`src/rtl/prco_fetch.sv`:
```
// Instruction fetch unit: strobes memory at the PC, waits for the read-data-valid
// pulse, and hands the latched instruction to the decoder. Retries on timeout.
module prco_fetch #(
    parameter logic [15:0] P_RESET_PC = 16'h0000,
    parameter int          P_TIMEOUT  = 15
) (
    input  logic        i_clk,
    input  logic        i_reset,
    input  logic        i_ce,
    input  logic        i_jmp,
    input  logic [15:0] i_jmp_addr,
    input  logic        i_halt,
    input  logic        i_mem_valid,
    input  logic [15:0] i_mem_douta,
    output logic        q_ce_fetch,
    output logic [15:0] q_mem_addr,
    output logic [15:0] q_pc,
    output logic [15:0] q_instr,
    output logic        q_ce_dec,
    output logic        q_halted,
    output logic        q_err
);

    typedef enum logic [2:0] {
        S_RESET,
        S_REQ,
        S_WAIT,
        S_HOLD,
        S_HALT
    } state_t;

    localparam int             CW       = (P_TIMEOUT > 1) ? $clog2(P_TIMEOUT) : 1;
    localparam logic [CW-1:0]  CNT_LAST = CW'(P_TIMEOUT - 1);

    state_t         state_reg, state_next;
    logic [CW-1:0]  cnt_reg, cnt_next;
    logic [15:0]    pc_next;
    logic [15:0]    instr_next;
    logic           err_next;
    logic           dec_next;

    always_comb begin
        state_next = state_reg;
        cnt_next   = cnt_reg;
        pc_next    = q_pc;
        instr_next = q_instr;
        err_next   = q_err;
        dec_next   = 1'b0;
        case (state_reg)
            S_RESET: state_next = S_REQ;
            S_REQ: begin
                state_next = S_WAIT;
                cnt_next   = '0;
            end
            S_WAIT: begin
                // A response landing on the final WAIT cycle still wins over the timeout.
                if (i_mem_valid) begin
                    instr_next = i_mem_douta;
                    dec_next   = 1'b1;
                    state_next = S_HOLD;
                end else if (cnt_reg == CNT_LAST) begin
                    err_next   = 1'b1;
                    state_next = S_REQ;
                end else begin
                    cnt_next = cnt_reg + 1'b1;
                end
            end
            S_HOLD: begin
                if (i_ce) begin
                    if (i_halt) begin
                        state_next = S_HALT;
                    end else begin
                        pc_next    = i_jmp ? i_jmp_addr : q_pc + 16'd1;
                        state_next = S_REQ;
                    end
                end
            end
            S_HALT: state_next = S_HALT;
            default: state_next = S_RESET;
        endcase
    end

    always_ff @(posedge i_clk or posedge i_reset) begin
        if (i_reset) begin
            state_reg  <= S_RESET;
            cnt_reg    <= '0;
            q_pc       <= P_RESET_PC;
            q_mem_addr <= P_RESET_PC;
            q_instr    <= 16'h0000;
            q_ce_fetch <= 1'b0;
            q_ce_dec   <= 1'b0;
            q_halted   <= 1'b0;
            q_err      <= 1'b0;
        end else begin
            state_reg  <= state_next;
            cnt_reg    <= cnt_next;
            q_pc       <= pc_next;
            q_mem_addr <= pc_next;
            q_instr    <= instr_next;
            q_ce_fetch <= (state_next == S_REQ);
            q_ce_dec   <= dec_next;
            q_halted   <= (state_next == S_HALT);
            q_err      <= err_next;
        end
    end

endmodule

```
`config.mk`:
```
export PLATFORM = sky130hd
export DESIGN_NAME = prco_fetch
export DESIGN_NICKNAME = d
export VERILOG_FILES = /design/src/rtl/prco_fetch.sv
export SDC_FILE = /design/constraint.sdc
export NUM_CORES = 1
export LEC_CHECK = 0
export CAP_MARGIN = 20
export CORE_MARGIN = 5
export CORE_UTILIZATION = 40
export CTS_BUF_LIST = sky130_fd_sc_hd__clkbuf_16
export DETAILED_ROUTE_END_ITERATION = 10
export PLACE_DENSITY = 0.74
export SETUP_SLACK_MARGIN = 0.4
export SYNTH_ARGS = -nofsm -noshare
export SYNTH_HDL_FRONTEND = slang
export SYNTH_SLANG_ARGS = --single-unit
export TNS_END_PERCENT = 20
```
`constraint.sdc`:
```
create_clock -name i_clk -period 3.6 [get_ports i_clk]
set_clock_uncertainty 0.1 [all_clocks]
set_input_delay 1.08 -clock i_clk [delete_from_list [all_inputs] [get_ports i_clk]]
set_output_delay 1.08 -clock i_clk [all_outputs]
set_load 0.02 [all_outputs]
```
**Floorplan with the power grid**

The bar under the picture is 20 µm long. Pins as bars on the die edge.
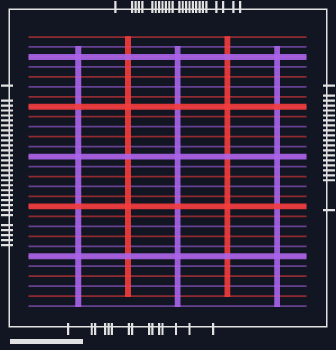
Purple marks VSS. Red marks VDD.
28 met1 rails follow the rows. 90 signal pins sit on the boundary.

**Cells coloured by class**

Fill, decap, tap and diode cells in grey.
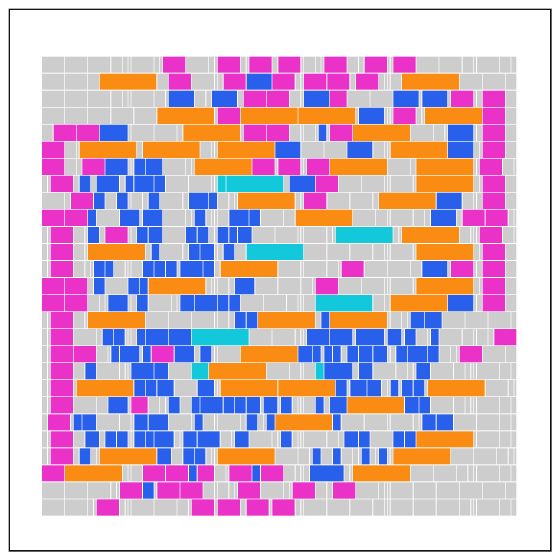
Magenta marks remaining buffers and delay cells, cells 92. Cyan marks clock drivers and dummy loads, cells 8. Blue marks combinational and other logic, cells 162. Orange marks sequential cells, cells 43.

**Clock network drawn from the DEF**

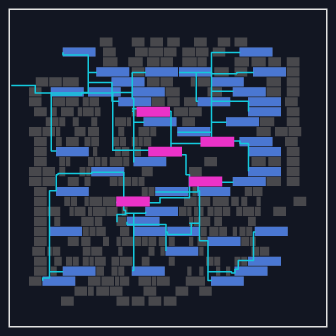
Cyan marks clock wires, length 541 µm. Magenta marks clock drivers, count 5. Blue marks flip-flops, count 43.
There are 6 routed clock nets. Position of the flops: all over the die.

## path summary, 6_finish.rpt
kind                              start           to  cells past startpoint
max                             q_pc[4]      q_pc[4]                      1
min                               q_err        q_err                      1
max reg2reg                state_reg[2]   q_instr[4]                      4
min reg2reg                       q_err        q_err                      1
max in group asynchronous       i_reset     q_pc[14]                      3
min in group asynchronous       i_reset  q_instr[13]                      3
## logic make-up (layout without fill, tap and decap cells)
family / after synthesis / after routing / share of synthesized area
AND/OR/NAND/NOR: 69 / 69 / 0.165
buffers and inverters: 35 / 106 / 0.0925
adder cells (fa/ha/maj): 3 / 3 / 0.0161
AND-OR/OR-AND: 65 / 65 / 0.174
flip-flops: 43 / 43 / 0.463
multiplexers: 19 / 19 / 0.0904
==> Changelog: implementation <==
### Metrics

* Antenna violation net count after detailed routing at 0
* Tapcells at 72
* IO Port Bufs at 89
* Switching part of the total at 0.405
* Logic Gate Count at 156
* Cell Type Count at 41
* Synth area leader: dfrtp_1
* Rel. slew slack at 0.532
* Flop count at 43
* Share of power burned in registers at 0.345
* Dominant logic cell type in the layout: clkdlybuf4s50_1
* Top Family by Delay on Critical Path: buffers and inverters
* Core Rows at 27
* Worst-Margin Slew at 0.702 ns
* Final hold violation count at 0
* Clk slew on worst S/H paths at 0.06 ns
* Area growth syn-to-layout at 40.9%
* Syn_area_per_cell at 9.94 µm²
* Maximum fanout along the worst path at 13
* Final HPWL DP at 4270 µm
* CTS Buffer Depth at 2
* Gate Count Post-Synth at 234
* Total negative slack at 0 ns
* GR Layer Usage met3 at 0.0380
* Post-CTS Hold Buffers at 0
* Clock sink count at 43
* Drt via density at 5.41
* Final setup viols at 0
* Total grt overflow at 0
* Core ar. at 5570 µm²
* PD cells at 849 nW/µm²
* Top cell area share at 0.463
* Dpl cells at 369
* Max Cap Viol at 0
* Top Layer Used: met4
* Non-filler instance count after layout at 377
* Clk latency late pin at 0.28 ns
* Outcome: finished, final reports clean
* Biggest area cells: dfrtp_1 46%, mux2_2 7.7%, buf_4 5.5%, a21oi_1 5.4%, o21ai_0 3.2%
* Repair and plain buffers at 92
* Routability cong. at 0.792
* Ys cells at 234
* Top cells by count, synth: 43 x dfrtp_1, 25 x a21oi_1, 17 x buf_4, 16 x mux2_2
* Final nets at 345
* Fillers at 493
* Dpl cell area at 3140 µm²
* Drt pass-1 iters at 4
* Async S/R FF share, synth at 1.00
* CTS resizes at 0
* Gr busiest metal: met2
* Slew Limit Fails at 0
* FF/Latch Area at 1080 µm²
* TritonCTS buffer count at 5
* Core Util, Final at 0.588
* Seq cells post-synth at 43
* Hold WC Path Type: flop to flop
* Comb/total area at 0.316
* H-tree depth at 2
* Largest net degree at the start of global routing at 44
No activity file was given, so power comes from the tool's default toggle rates.
